**M2 wires**

Scale: 4 px per um.
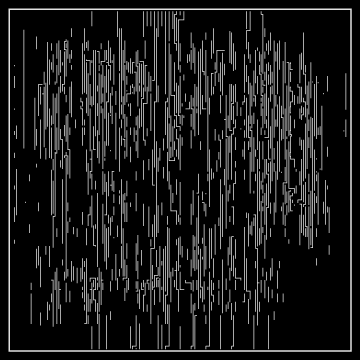
**Zoomed window**

Window x 30 to 55, y 30 to 55 um. Cells in gray, sequential cells in the stronger gray; small squares are vias.
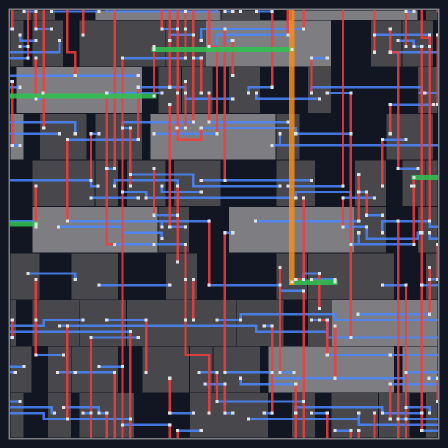
### src/rtl/pipe_hazard_ctrl_pkg.sv
// Shared encodings for the pipeline hazard controller: redirect selects,
// halt-drain FSM states and the scoreboard entry layout.
package pipe_hazard_ctrl_pkg;

  localparam int unsigned REG_W = 5;
  localparam int unsigned FWD_W = 2;

  // EX-stage operand redirect selects
  localparam logic [FWD_W-1:0] MUX_EX_REDIR_OLD = 2'd0;
  localparam logic [FWD_W-1:0] MUX_EX_REDIR_EX  = 2'd1;
  localparam logic [FWD_W-1:0] MUX_EX_REDIR_DM  = 2'd2;

  typedef enum logic [1:0] {
    StRun    = 2'd0,
    StDrain  = 2'd1,
    StHalted = 2'd2
  } hz_state_e;

  // One in-flight destination: valid is only ever set for a non-zero register
  typedef struct packed {
    logic             valid;
    logic [REG_W-1:0] req_w;
    logic             is_load;
  } sb_entry_t;

  // True when entry e will write source register src ($0 never matches)
  function automatic logic sb_match(input sb_entry_t e, input logic [REG_W-1:0] src);
    return e.valid && (e.req_w == src) && (src != '0);
  endfunction

endpackage

### src/rtl/hazard_sb_stage.sv
// Single scoreboard entry register; advances with the pipeline and can be
// loaded with an invalid entry to model a bubble.
import pipe_hazard_ctrl_pkg::*;

module hazard_sb_stage (
  input  logic      clk,
  input  logic      rst,
  input  logic      advance,
  input  logic      clear,
  input  sb_entry_t d,
  output sb_entry_t q
);

  // Entry register: cleared on reset, loads (or empties) on each pipeline step
  always_ff @(posedge clk) begin
    if (rst) begin
      q <= '0;
    end else if (advance) begin
      q <= clear ? '0 : d;
    end
  end

endmodule

### src/rtl/pipe_hazard_ctrl.sv
// Hazard and sequencing controller for the 5-stage core: shadow scoreboard of
// in-flight destinations, forwarding/bypass selects, load-use stall, branch
// flush, halt-drain FSM and saturating stall/flush event counters.
import pipe_hazard_ctrl_pkg::*;

module pipe_hazard_ctrl #(
  parameter int unsigned CNT_W     = 16,
  parameter int unsigned DRAIN_CYC = 2
) (
  input  logic             clk,
  input  logic             rst,
  input  logic             en,
  input  logic [REG_W-1:0] id_req_a,
  input  logic [REG_W-1:0] id_req_b,
  input  logic             id_use_a,
  input  logic             id_use_b,
  input  logic             id_w_en,
  input  logic [REG_W-1:0] id_req_w,
  input  logic             id_is_load,
  input  logic             ex_load_pc,
  input  logic             ex_halt,
  output logic             stall,
  output logic             bubble,
  output logic             flush,
  output logic [FWD_W-1:0] fwd_a,
  output logic [FWD_W-1:0] fwd_b,
  output logic             wb_byp_a,
  output logic             wb_byp_b,
  output logic             pc_en,
  output logic             halted,
  output logic [CNT_W-1:0] stall_cnt,
  output logic [CNT_W-1:0] flush_cnt
);

  localparam int unsigned DrainW = (DRAIN_CYC < 2) ? 1 : $clog2(DRAIN_CYC + 1);

  hz_state_e         state_q, state_d;
  logic [DrainW-1:0] drain_q, drain_d;
  sb_entry_t         id_entry, sb_ex, sb_dm, sb_wb;
  logic              hit_ex_a, hit_ex_b, hit_dm_a, hit_dm_b;
  logic              load_use, lu_stall, halting;
  logic              unused_wb_load;

  assign id_entry = '{valid: id_w_en && (id_req_w != '0), req_w: id_req_w, is_load: id_is_load};
  assign unused_wb_load = sb_wb.is_load;

  hazard_sb_stage u_sb_ex (
    .clk     (clk),
    .rst     (rst),
    .advance (en),
    .clear   (bubble),
    .d       (id_entry),
    .q       (sb_ex)
  );

  hazard_sb_stage u_sb_dm (
    .clk     (clk),
    .rst     (rst),
    .advance (en),
    .clear   (1'b0),
    .d       (sb_ex),
    .q       (sb_dm)
  );

  hazard_sb_stage u_sb_wb (
    .clk     (clk),
    .rst     (rst),
    .advance (en),
    .clear   (1'b0),
    .d       (sb_dm),
    .q       (sb_wb)
  );

  // Forwarding selects and WB bypass; the youngest writer (EX) wins over DM
  always_comb begin
    hit_ex_a = id_use_a && sb_match(sb_ex, id_req_a);
    hit_ex_b = id_use_b && sb_match(sb_ex, id_req_b);
    hit_dm_a = id_use_a && sb_match(sb_dm, id_req_a);
    hit_dm_b = id_use_b && sb_match(sb_dm, id_req_b);
    fwd_a    = hit_ex_a ? MUX_EX_REDIR_EX : (hit_dm_a ? MUX_EX_REDIR_DM : MUX_EX_REDIR_OLD);
    fwd_b    = hit_ex_b ? MUX_EX_REDIR_EX : (hit_dm_b ? MUX_EX_REDIR_DM : MUX_EX_REDIR_OLD);
    wb_byp_a = id_use_a && sb_match(sb_wb, id_req_a);
    wb_byp_b = id_use_b && sb_match(sb_wb, id_req_b);
    load_use = sb_ex.is_load && (hit_ex_a || hit_ex_b);
  end

  // Halt-drain FSM next state plus stall/bubble/flush generation
  always_comb begin
    state_d  = state_q;
    drain_d  = drain_q;
    stall    = 1'b0;
    bubble   = 1'b0;
    flush    = 1'b0;
    lu_stall = 1'b0;
    halting  = 1'b0;
    unique case (state_q)
      StRun: begin
        // a halting syscall also kills the younger instructions behind it
        flush    = ex_load_pc || ex_halt;
        halting  = ex_halt;
        lu_stall = load_use && !flush;
        stall    = lu_stall;
        bubble   = flush || lu_stall;
        if (ex_halt) begin
          state_d = StDrain;
          drain_d = DrainW'(DRAIN_CYC);
        end
      end
      StDrain: begin
        flush   = 1'b1;
        bubble  = 1'b1;
        halting = 1'b1;
        if (drain_q <= DrainW'(1)) begin
          state_d = StHalted;
          drain_d = '0;
        end else begin
          drain_d = drain_q - DrainW'(1);
        end
      end
      StHalted: begin
        stall   = 1'b1;
        halting = 1'b1;
      end
      default: state_d = StRun;
    endcase
    // a disabled step freezes everything and suppresses pipeline control
    if (!en) begin
      state_d  = state_q;
      drain_d  = drain_q;
      stall    = 1'b0;
      bubble   = 1'b0;
      flush    = 1'b0;
      lu_stall = 1'b0;
    end
    pc_en  = en && !stall && !halting;
    halted = (state_q == StHalted);
  end

  // FSM state and drain counter registers
  always_ff @(posedge clk) begin
    if (rst) begin
      state_q <= StRun;
      drain_q <= '0;
    end else begin
      state_q <= state_d;
      drain_q <= drain_d;
    end
  end

  // Saturating stall and flush event counters
  always_ff @(posedge clk) begin
    if (rst) begin
      stall_cnt <= '0;
      flush_cnt <= '0;
    end else if (en) begin
      if (lu_stall && (stall_cnt != '1)) stall_cnt <= stall_cnt + CNT_W'(1);
      if (ex_load_pc && (flush_cnt != '1)) flush_cnt <= flush_cnt + CNT_W'(1);
    end
  end

endmodule

### config.mk
export PLATFORM = sky130hd
export DESIGN_NAME = pipe_hazard_ctrl
export DESIGN_NICKNAME = d
export VERILOG_FILES = /design/src/rtl/pipe_hazard_ctrl_pkg.sv /design/src/rtl/hazard_sb_stage.sv /design/src/rtl/pipe_hazard_ctrl.sv
export SDC_FILE = /design/constraint.sdc
export NUM_CORES = 1
export LEC_CHECK = 0
export ABC_AREA = 1
export CORE_MARGIN = 3
export CORE_UTILIZATION = 51
export CTS_CLUSTER_SIZE = 20
export DETAILED_ROUTE_END_ITERATION = 10
export GPL_ROUTABILITY_DRIVEN = 0
export PLACE_DENSITY = 0.79
export SYNTH_ARGS = -nofsm -noshare
export SYNTH_HDL_FRONTEND = slang
export SYNTH_SLANG_ARGS = --single-unit
### constraint.sdc
create_clock -name clk -period 2.3 [get_ports clk]
set_input_delay 0.46 -clock clk [delete_from_list [all_inputs] [get_ports clk]]
set_output_delay 0.46 -clock clk [all_outputs]
set_load 0.02 [all_outputs]
==> reports/metrics.yaml <==
final_layout:
  diodes: 0
  nNetsFinal: 622
  drive_gt1_frac: 0.155
  fill_cells: 513
  layout_top_cell: "nand2_1"
  areaGrowthSynthToFinish_pct: 34.7
  flop_area_um2: 1100
  fin_area_um2: 4290
  final_layout_top_logic_cells: "nand2_1 (109), nor2_1 (67), inv_1 (58)"
  logic_area_um2: 1790
route:
  antenna_left: 0
  drt_iter0_drc: 159
  routedWlPerCell_um: 13.0
  drt_first_pass_iters: 4
  via_per_inst: 5.27
  post-route-drc-count: 0
  routed_wl_um: 8690
  vias: 3518
critical_path:
  critical_path_buf_inv_count: 4
  cp_top_family: "buffers and inverters"
  end_kind: "output port"
  arrival_ps: 1760
  cp.depth: 8
  worstPathMaxFanout: 3
  worst-setup-path-type: "input port to output port"
  reg2reg_slack_ps: 440
  startpoint: "id_req_b[2]"
  r2r_start: "flush_cnt[0]"
  worstSetupStartpointType: "input port"
  crit_path_max_incr_delay_ps: 290
  cpMaxStageDelayCell: "nor4_2"
  cp_cell_sequence: "dlygate4sd2_1 > inv_2 > buf_4 > nand2_1 > o21ai_0 > nor4_2 > and3_1 > buf_2"
  rr_worst_depth: 10
  crit_required_ps: 1840
floorplanning:
  dieWidth_um: 85.1
  io_pins: 67
  core-area_um2: 5990
  core.rowCount: 28
  die_h_um: 85.1
  chip_area_um2: 7240
  floorplanUtilization: 0.532
sta:
  slew_headroom: 0.610
  postLayoutSetupSlackWorst_ps: 84.4
  drv_slew: 0
  fmax_mhz: 451
  hold_viol_final: 0
  tns_ps: 0
  fin_crit_sh: 0.963
  skew_ps: 6.88
  tightest_slew_ps: 580
  setup_viol: 0
  fin_hold_ws_ps: 476
  min_period_ps: 2220
synth:
  ys.warnings.count: 0
  synth_nets: 521
  ys.flops: 55
  netlist_area_um2: 3190
  yosysChipArea_um2: 3190
  synthDistinctLibCells: 35
  synth_seq_share: 0.345
  yosys_cells: 491
  syn_area_per_cell_um2: 6.49
  synthCells: 491
clock_tree:
  htreeDepth: 2
  cts_tree: "built"
  cts_root_buffer: "clkbuf_8"
  cts_sinks: 55
  cts_setup_buffers: 0
  path_clk_slew_ps: 100
  clkLatencyLatePin_ps: 310
  numCtsBuffers: 5
  cts_buffer_depth: 2
pwr:
  seqPwrFrac: 0.499
  p_sw_frac: 0.274
  p_leak_nw: 1.76
  ir_worst_vdd_uv: 367
  combPwrFrac: 0.192
  pwr_density_cell_nw_per_um2: 474
  power_mw: 2.04
  switchingPower_mw: 0.558
  p_int_mw: 1.48
  clkPwrFrac: 0.309
global_route:
  grt_pass1_vias: 3342
  grt_start_max_net_pins: 36
  grt_first_pass_wirelength_um: 14600
  grt-ovfl-total: 0
  antenna_found_initial: 0
  grt_usage: 0.242
worst_hold_path:
  hp-class: "flip-flop to flip-flop"
  min-delay-start: "stall_cnt[12]"
  hold_depth: 2
place:
  dp_hpwl_um: 6550
  place_area_um2: 4190
  place_ws_ps: -639
  portBuffers: 66
job:
  maxCapViolCount: 0
  warning_count: 29
status:
  run_status: "finished, final reports clean"
About 'M2 wires':
The longest straight run is 32.3 um. 522 nets have wire on it. The layer carries 4,250 um of wire. The wires run mostly vertical.

About 'zoomed window':
Key: red = met2; green = met3; orange = met4; blue = met1
Sequential cells in the window: 7. 54 logic cells have their middle in the window. Netlist names of flops here include `u_sb_ex.q` (4). Most frequent: buf_4 (10), a21oi_1 (7), dfxtp_1 (7).

## layer usage
metal  wire length [um]  share of wire  vias up  global-route usage
li1                   -              -     1803                   -
met3                398          0.046       17              0.0320
met5                  0              0        -                   0
met4                155          0.018        0              0.0734
met2               4250           0.49       91               0.436
met1               3890           0.45     1607               0.298
## cell type report
cell class                      count  area share
Inverter                           70      0.0612
Tap cell                           75      0.0219
Clock inverter                      1     0.00699
Multi-Input combinational cell    351       0.416
Sequential cell                    55       0.257
Clock buffer                        6      0.0169
Timing Repair Buffer              109       0.220
## repair_timing
item                                    4_1_cts  5_1_grt
gates resized                                59       14
hold endpoints to repair                      0        0
pin swaps                                     7        5
endpoints found under the setup margin       10       10
hold buffers                                  0        0
## synth_stat cells (all sizes together)
library cell    n  area share
a2111oi         1      0.0027
a211oi          1      0.0024
a21oi          43       0.068
a221oi          2      0.0055
a31oi           1      0.0020
and3            3      0.0059
buf             8       0.019
clkbuf          7      0.0082
dfxtp          55        0.35
ha              6       0.024
inv            70       0.082
nand2         112        0.14
nand3          30       0.054
nand4          13       0.027
nor2           73       0.090
nor3            5      0.0078
nor3b           1      0.0024
nor4            8       0.016
o2111ai         3      0.0082
o21ai          30       0.047
o21bai          2      0.0047
o22ai           5      0.0098
xnor2           4       0.011
xor2            8       0.022
## registers in the layout, summed over array words and instances (netlist names)
signal and flops:
drain_q 2, flush_cnt 16, stall_cnt 16, state_q 2
u_sb_dm.q 6, u_sb_ex.q 7, u_sb_wb.q 6
## stage by stage
step,std cells,utilization
finish,667,0.717
detailed placement,660,0.700
global placement,660,0.700
floorplan,491,-
CTS,667,0.714
global route,667,0.717
## power by group through the flow
stage	registers [mW]	clock network (mW)	logic, mW
6_report	1.02	0.629	0.390
5_1_grt	1.02	0.676	0.431
4_1_cts	1.02	0.637	0.381
3_5_place_dp	1.04	0	0.387
3_3_place_gp	1.04	0	0.379
2_1_floorplan	1.03	0	0.195
## worst register-to-register path, stage by stage (launching register included)
cell and delay, ps:
dfxtp_1 420, ha_1 220, nand2_1 90, nor2_1 130
nand2_1 90, nor2_1 170, nand3_1 110, nand3_2 120
buf_4 180, xor2_1 170, nor2_1 60
## kinds of logic (layout without fill, tap and decap cells)
logic type / after synthesis / after routing / synth area share
compound gates: 88 / 88 / 0.150
xor+xnor: 12 / 12 / 0.0330
fa+ha+maj: 6 / 6 / 0.0235
buf+inv: 85 / 186 / 0.110
flops: 55 / 55 / 0.345
simple gates: 245 / 245 / 0.338
## final timing paths
check | to
min | stall_cnt[12]
max | wb_byp_b
min reg2reg | stall_cnt[12]
max reg2reg | flush_cnt[0]
Power and IR drop assume default switching activity.
